File: src/rtl/dvs_event_fifo.sv
// rtl/dvs_event_fifo.sv - first-word-fall-through FIFO buffering DVS address events with drop accounting

package dvs_ravens_pkg;
   localparam int DVS_X_ADDR_BITS   = 8;
   localparam int DVS_Y_ADDR_BITS   = 8;
   localparam int TIMESTAMP_US_BITS = 32;
   localparam int CLK_PERIOD_NS     = 10;
endpackage

module dvs_event_fifo
   import dvs_ravens_pkg::*;
#(
   parameter int FIFO_DEPTH    = 16,
   parameter int DROP_CNT_BITS = 16,
   localparam int EVENT_BITS   = TIMESTAMP_US_BITS + DVS_Y_ADDR_BITS + DVS_X_ADDR_BITS + 1,
   localparam int LEVEL_BITS   = $clog2(FIFO_DEPTH) + 1
) (
   input  logic                         clk,
   input  logic                         rst,
   input  logic [DVS_X_ADDR_BITS-1:0]   event_x,
   input  logic [DVS_Y_ADDR_BITS-1:0]   event_y,
   input  logic [TIMESTAMP_US_BITS-1:0] event_timestamp,
   input  logic                         event_polarity,
   input  logic                         new_event,
   output logic [EVENT_BITS-1:0]        out_data,
   output logic                         out_valid,
   input  logic                         out_ready,
   output logic [LEVEL_BITS-1:0]        fill_level,
   output logic                         overflow,
   input  logic                         clr_overflow,
   output logic [DROP_CNT_BITS-1:0]     drop_count
);

   localparam int PTR_BITS = $clog2(FIFO_DEPTH);
   localparam logic [LEVEL_BITS-1:0]    LEVEL_FULL = LEVEL_BITS'(FIFO_DEPTH);
   localparam logic [DROP_CNT_BITS-1:0] DROP_MAX   = '1;

   logic [EVENT_BITS-1:0] mem [FIFO_DEPTH];
   logic [PTR_BITS-1:0]   wr_ptr;
   logic [PTR_BITS-1:0]   rd_ptr;
   logic [EVENT_BITS-1:0] event_packed;
   logic                  full;
   logic                  do_read;
   logic                  do_write;
   logic                  do_drop;

   // Full/empty come from the level counter so pointer equality is never ambiguous.
   assign full         = (fill_level == LEVEL_FULL);
   assign out_valid    = (fill_level != '0);
   assign do_read      = out_valid & out_ready;
   // A read in the same edge frees a slot, so a full FIFO still accepts the write.
   assign do_write     = new_event & (~full | do_read);
   assign do_drop      = new_event & full & ~do_read;
   assign event_packed = {event_timestamp, event_y, event_x, event_polarity};
   assign out_data     = mem[rd_ptr];

   // Event storage; contents are intentionally left unreset.
   always_ff @(posedge clk) begin
      if (do_write) begin
         mem[wr_ptr] <= event_packed;
      end
   end

   // Pointers and level; pointers wrap naturally at the power-of-two depth.
   always_ff @(posedge clk or posedge rst) begin
      if (rst) begin
         wr_ptr     <= '0;
         rd_ptr     <= '0;
         fill_level <= '0;
      end else begin
         if (do_write) begin
            wr_ptr <= wr_ptr + PTR_BITS'(1);
         end
         if (do_read) begin
            rd_ptr <= rd_ptr + PTR_BITS'(1);
         end
         if (do_write && !do_read) begin
            fill_level <= fill_level + LEVEL_BITS'(1);
         end else if (do_read && !do_write) begin
            fill_level <= fill_level - LEVEL_BITS'(1);
         end
      end
   end

   // Drop accounting; a drop coinciding with a clear restarts the count at one.
   always_ff @(posedge clk or posedge rst) begin
      if (rst) begin
         overflow   <= 1'b0;
         drop_count <= '0;
      end else if (do_drop) begin
         overflow <= 1'b1;
         if (clr_overflow) begin
            drop_count <= DROP_CNT_BITS'(1);
         end else if (drop_count != DROP_MAX) begin
            drop_count <= drop_count + DROP_CNT_BITS'(1);
         end
      end else if (clr_overflow) begin
         overflow   <= 1'b0;
         drop_count <= '0;
      end
   end

endmodule

File: config.mk
export PLATFORM = sky130hd
export DESIGN_NAME = dvs_event_fifo
export DESIGN_NICKNAME = d
export VERILOG_FILES = /design/src/rtl/dvs_event_fifo.sv
export SDC_FILE = /design/constraint.sdc
export NUM_CORES = 1
export LEC_CHECK = 0
export CAP_MARGIN = 20
export CORE_MARGIN = 5
export CORE_UTILIZATION = 50
export CTS_BUF_LIST = sky130_fd_sc_hd__clkbuf_16
export DETAILED_ROUTE_END_ITERATION = 10
export PLACE_DENSITY = 0.8
export SYNTH_ARGS = -nofsm -noshare
export SYNTH_HDL_FRONTEND = slang
export SYNTH_SLANG_ARGS = --single-unit
File: constraint.sdc
create_clock -name clk -period 6.1 [get_ports clk]
set_input_delay 1.22 -clock clk [delete_from_list [all_inputs] [get_ports clk]]
set_output_delay 1.22 -clock clk [all_outputs]
set_load 0.01 [all_outputs]
==> flow_summary_export.csv <==
group,metric,value,unit
layout,num-multi-input-gates,510,
synth,ys_seq_share,0.780,
layout,inverters,16,
place,io_buffers,125,
sta,finalHoldViolations,0,
drt,drtIter0Drc,1704,
layout,seqCellArea,24300,sq um
floorplanning,die_h,260,um
layout,fin_cells,2479,
setup_path,worst-path-buf-inv,2,
power,seq_power_share,0.425,
layout,seq_cells,814,
sta,rsz0062_at_grt,"false",
layout,layout-drive-gt1-share,0.230,
power,switching_share,0.297,
layout,clockBufferCount,80,
layout,lay_top_count,"edfxtp_1",
floorplanning,tap_cells,837,
cts,htreeDepth,3,
setup_path,timing.rr.start,"fill_level[0]$_DFFE_PP0P_",
floorplanning,die_w,260,um
sta,slew_violations,0,
global_routing,met1_usage,0.276,
power,power_leader,"sequential cells",
global_routing,grt_max_degree,63,
place,gp_congestion,0.760,
synth,syn_inst,1414,
layout,most-common-layout-cells,"edfxtp_1, mux4_2, clkdlybuf4s50_1",
cts,hold_buffers,0,
sta,relSlewSlack,0.294,
setup_path,critPathTopFamily,"buffers and inverters",
power,combPwrFrac,0.292,
setup_path,cp_cell_sequence,"buf_4 > mux4_2 > a22oi_1 > nand2_1 > clkdlybuf4s50_1",
setup_path,cp_slowest_cell,"dfrtp_4",
power,ir_drop,0.433,mV
floorplanning,floorplan.die_area,67400,sq um
layout,largest_cell_class,"flip-flops and latches",
setup_path,crit_start,"rd_ptr[1]$_DFFE_PP0N_",
setup_path,path_class,"register to output port",
synth,ys_area,31100,sq um
min_path,hp-class,"register to register",
synth,edf_count,784,
run,warning_count,30,
synth,ys_warn_count,0,
synth,top_cells_by_area,"edfxtp_1, mux4_2, dfrtp_1",
drt,drt-met1-wl,25.8,mm
synth,syn_area,31100,sq um
sta,timing.fmax,0.203,GHz
cts,cts_setup_buffers,0,
synth,synthFlopType,"edfxtp_1",
status,status,"finished clean",
global_routing,grt_use_met3,0.0395,
cts,ctsResizeCount,0,
layout,fin_nets,1645,
cts,clk_path_buf_depth,3,
drt,wl_met3,5.77,mm
setup_path,end_kind,"output port",
synth,synthArstFlopShare,0.0369,
sta,holdWs,545,ps
global_routing,overflow,0,
synth,fp_nets,1479,
layout,sh_comb_area,0.182,
setup_path,critPathMaxStageDelay,1050,ps
cts,insertion_delay,630,ps
setup_path,worstPathRequired,4880,ps
power,switchingPower,4.95,mW
cts,cts_root_buffer,"clkbuf_16",
drt,topRoutingLayerUsed,"met5",
cts,cts_inserted_buffers,79,
setup_path,arrival,3720,ps
layout,bufAreaShareNonClock,0.0447,
sta,worstMarginPinSlew,1060,ps
synth,syn_area_per_cell,22.0,sq um
sta,skew,20.1,ps
setup_path,startpoint_type,"register",
sta,fin_setup_tns,0,ps
drt,wl_met2,36.7,mm
global_routing,grt_pass1_vias,16000,
synth,synth_top_cell_by_area,"edfxtp_1",
synth,synth.top_cell.area_share,0.756,
sta,period_minus_slack,4940,ps
power,p_int,11.7,mW
layout,clock_area_frac,0.0697,
setup_path,rr_worst_depth,9,
cts,path_clk_slew,70,ps
setup_path,worstSetupEndpoint,"out_data[37]",
place,hpwl,35.3,mm
power,p_clk,4.73,mW
place,placed_cell_area,33600,sq um
setup_path,r2r_slack,2710,ps
place,place_worst_setup_slack,1850,ps
setup_path,rr_endpoint,"fill_level[4]$_DFFE_PP0P_",
power,p_comb,4.86,mW
power,clkPwrFrac,0.284,
setup_path,cp.depth,5,
run,max_cap_violations,0,
power,powerDensity,461,nW/um^2
drt,ant_nets,0,
layout,fillers,4293,
place,placed_cells,2335,
power,p_leak,11.6,nW
power,powerSeq,7.08,mW
sta,final-setup-viol-count,0,
setup_path,worstPathMaxFanout,62,
sta,post-route-period-util,0.809,
drt,drc,0,
cts,cts_tree,"built",
floorplanning,io_pins,126,
global_routing,antenna_found_initial,3,
drt,firstDrtPassIters,6,
registers in the layout, indices dropped and copies added (netlist names):
register	cells
fill_level	5
wr_ptr	4
rd_ptr	4
mem	784
overflow	1
drop_count	16
how the worst min path moves through the flow:
stage               depth (start not counted)  slack (ps)               endpoint                  start
floorplan                                   1         490  rd_ptr[3]$_DFFE_PP0N_  rd_ptr[3]$_DFFE_PP0N_
global placement                            2         530   overflow$_DFFE_PP0P_   overflow$_DFFE_PP0P_
detailed placement                          2         540   overflow$_DFFE_PP0P_   overflow$_DFFE_PP0P_
CTS                                         2         550   overflow$_DFFE_PP0P_   overflow$_DFFE_PP0P_
global route                                2         590   overflow$_DFFE_PP0P_   overflow$_DFFE_PP0P_
finish                                      2         540   overflow$_DFFE_PP0P_   overflow$_DFFE_PP0P_
cells by family after synthesis:
group,after synthesis,synth area share
mux,208,0.146
simple gates,158,0.0261
xor+xnor,11,0.00309
buf+inv,90,0.0119
flops,814,0.780
compound gates,122,0.0284
fa+ha+maj,11,0.00466
synthesized netlist by cell type, types with 2 or more instances:
master / n
nand4_1: 6
and2_1: 9
inv_1: 15
o21ai_0: 11
xnor2_1: 9
nand2_1: 67
nor3_1: 6
mux4_2: 196
buf_6: 2
nor3b_1: 3
or4_1: 2
nor4_4: 2
nor2_1: 12
mux2i_1: 9
dfrtp_1: 30
xor2_1: 2
nand3b_1: 2
a22oi_1: 98
or3b_2: 2
nor2b_1: 11
a21oi_1: 4
buf_1: 13
edfxtp_1: 784
nand2b_1: 2
mux2_2: 2
a21o_1: 2
ha_1: 10
buf_2: 15
or2_2: 2
nand3_1: 17
nor4_1: 10
clkbuf_1: 44
Sizing map:
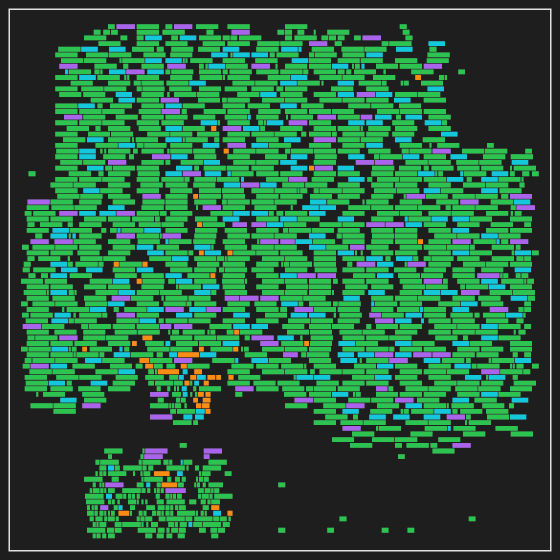
legend:
  _3 and _4 cells:
    colour: orange
    cells: 44
    share: 2.7%
  _2 cells:
    colour: cyan
    cells: 233
    share: 14%
  _6 and larger:
    colour: purple
    cells: 101
    share: 6.2%
  _0 and _1 cells:
    colour: green
    cells: 1264
    share: 77%
fin area: 36100 sq um
Area growth, synth to finish: 15.9%
final worst slack: 1160 ps
Non-clock buffers: 159

Routed metal per tile:
The bar under the picture is 100 um long. The die is cut into 26 by 26 equal tiles; dark blue is low, red is high, scaled to the fullest tile. Values are wire area over tile area, all layers added.
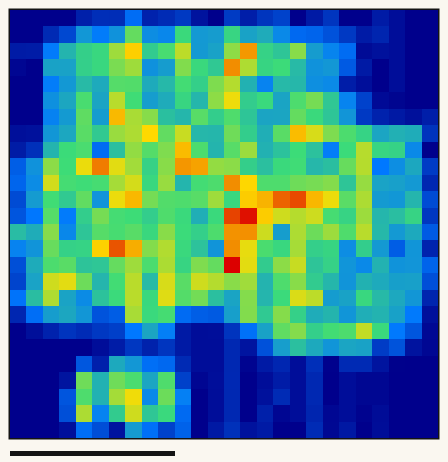
tiles over half the peak: 28%
fullest tile: 0.51
mean over tiles: 0.17
densest ninth of the die: centre
emptiest ninth of the die: south-east
nearly empty tiles: 14%
WL per Instance: 28.2 um
gr usage total: 0.209
routed vias: 15.1k
final WL: 70.0 mm

Track usage over the die:
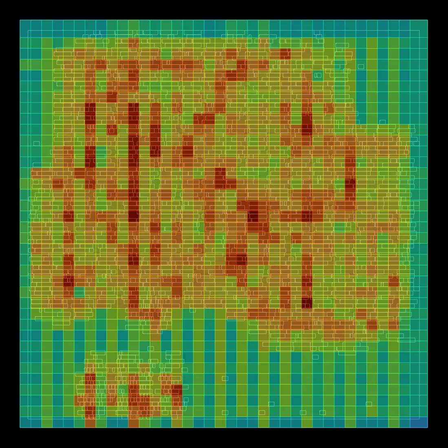
fin util: 0.585
grt peak-use layer: met2

Local utilization:
The bar under the picture is 100 um long. The die is cut into 26 by 26 equal tiles; dark blue is low, red is high, 0 to 100% covered.
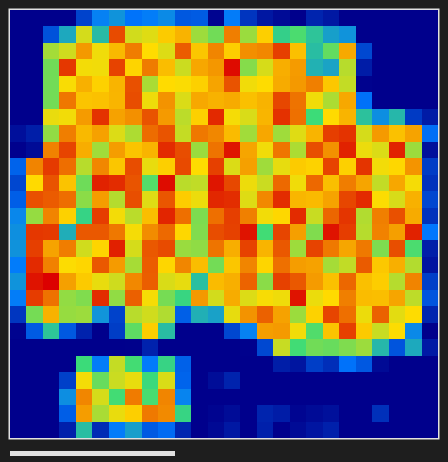
mean over tiles: 52%
nearly empty tiles: 21%
fullest tile: 100%
tiles over 75% full: 39%
Core Footprint: 61700 sq um
fp_density: 0.505

Cell classes on the final placement:
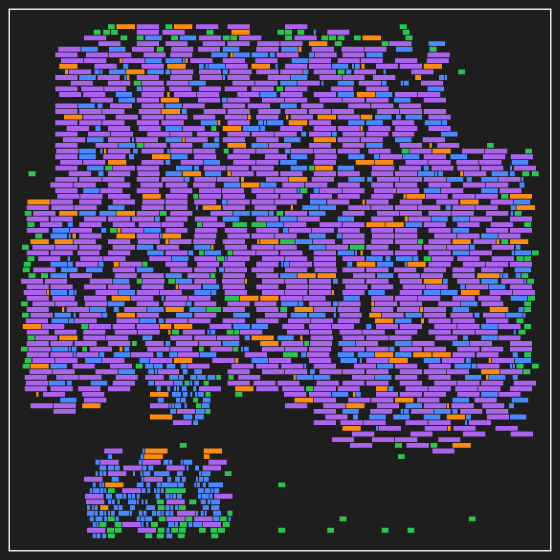
legend:
  other buffers and delay cells:
    colour: green
    cells: 159
  flops:
    colour: purple
    cells: 814
  combinational and other logic:
    colour: blue
    cells: 526
  clock drivers and dummy loads:
    colour: orange
    cells: 143
Placement Rows: 91
flop share of the area: 0.673

Power figures rest on the tool's default switching activity, not on a simulated workload.
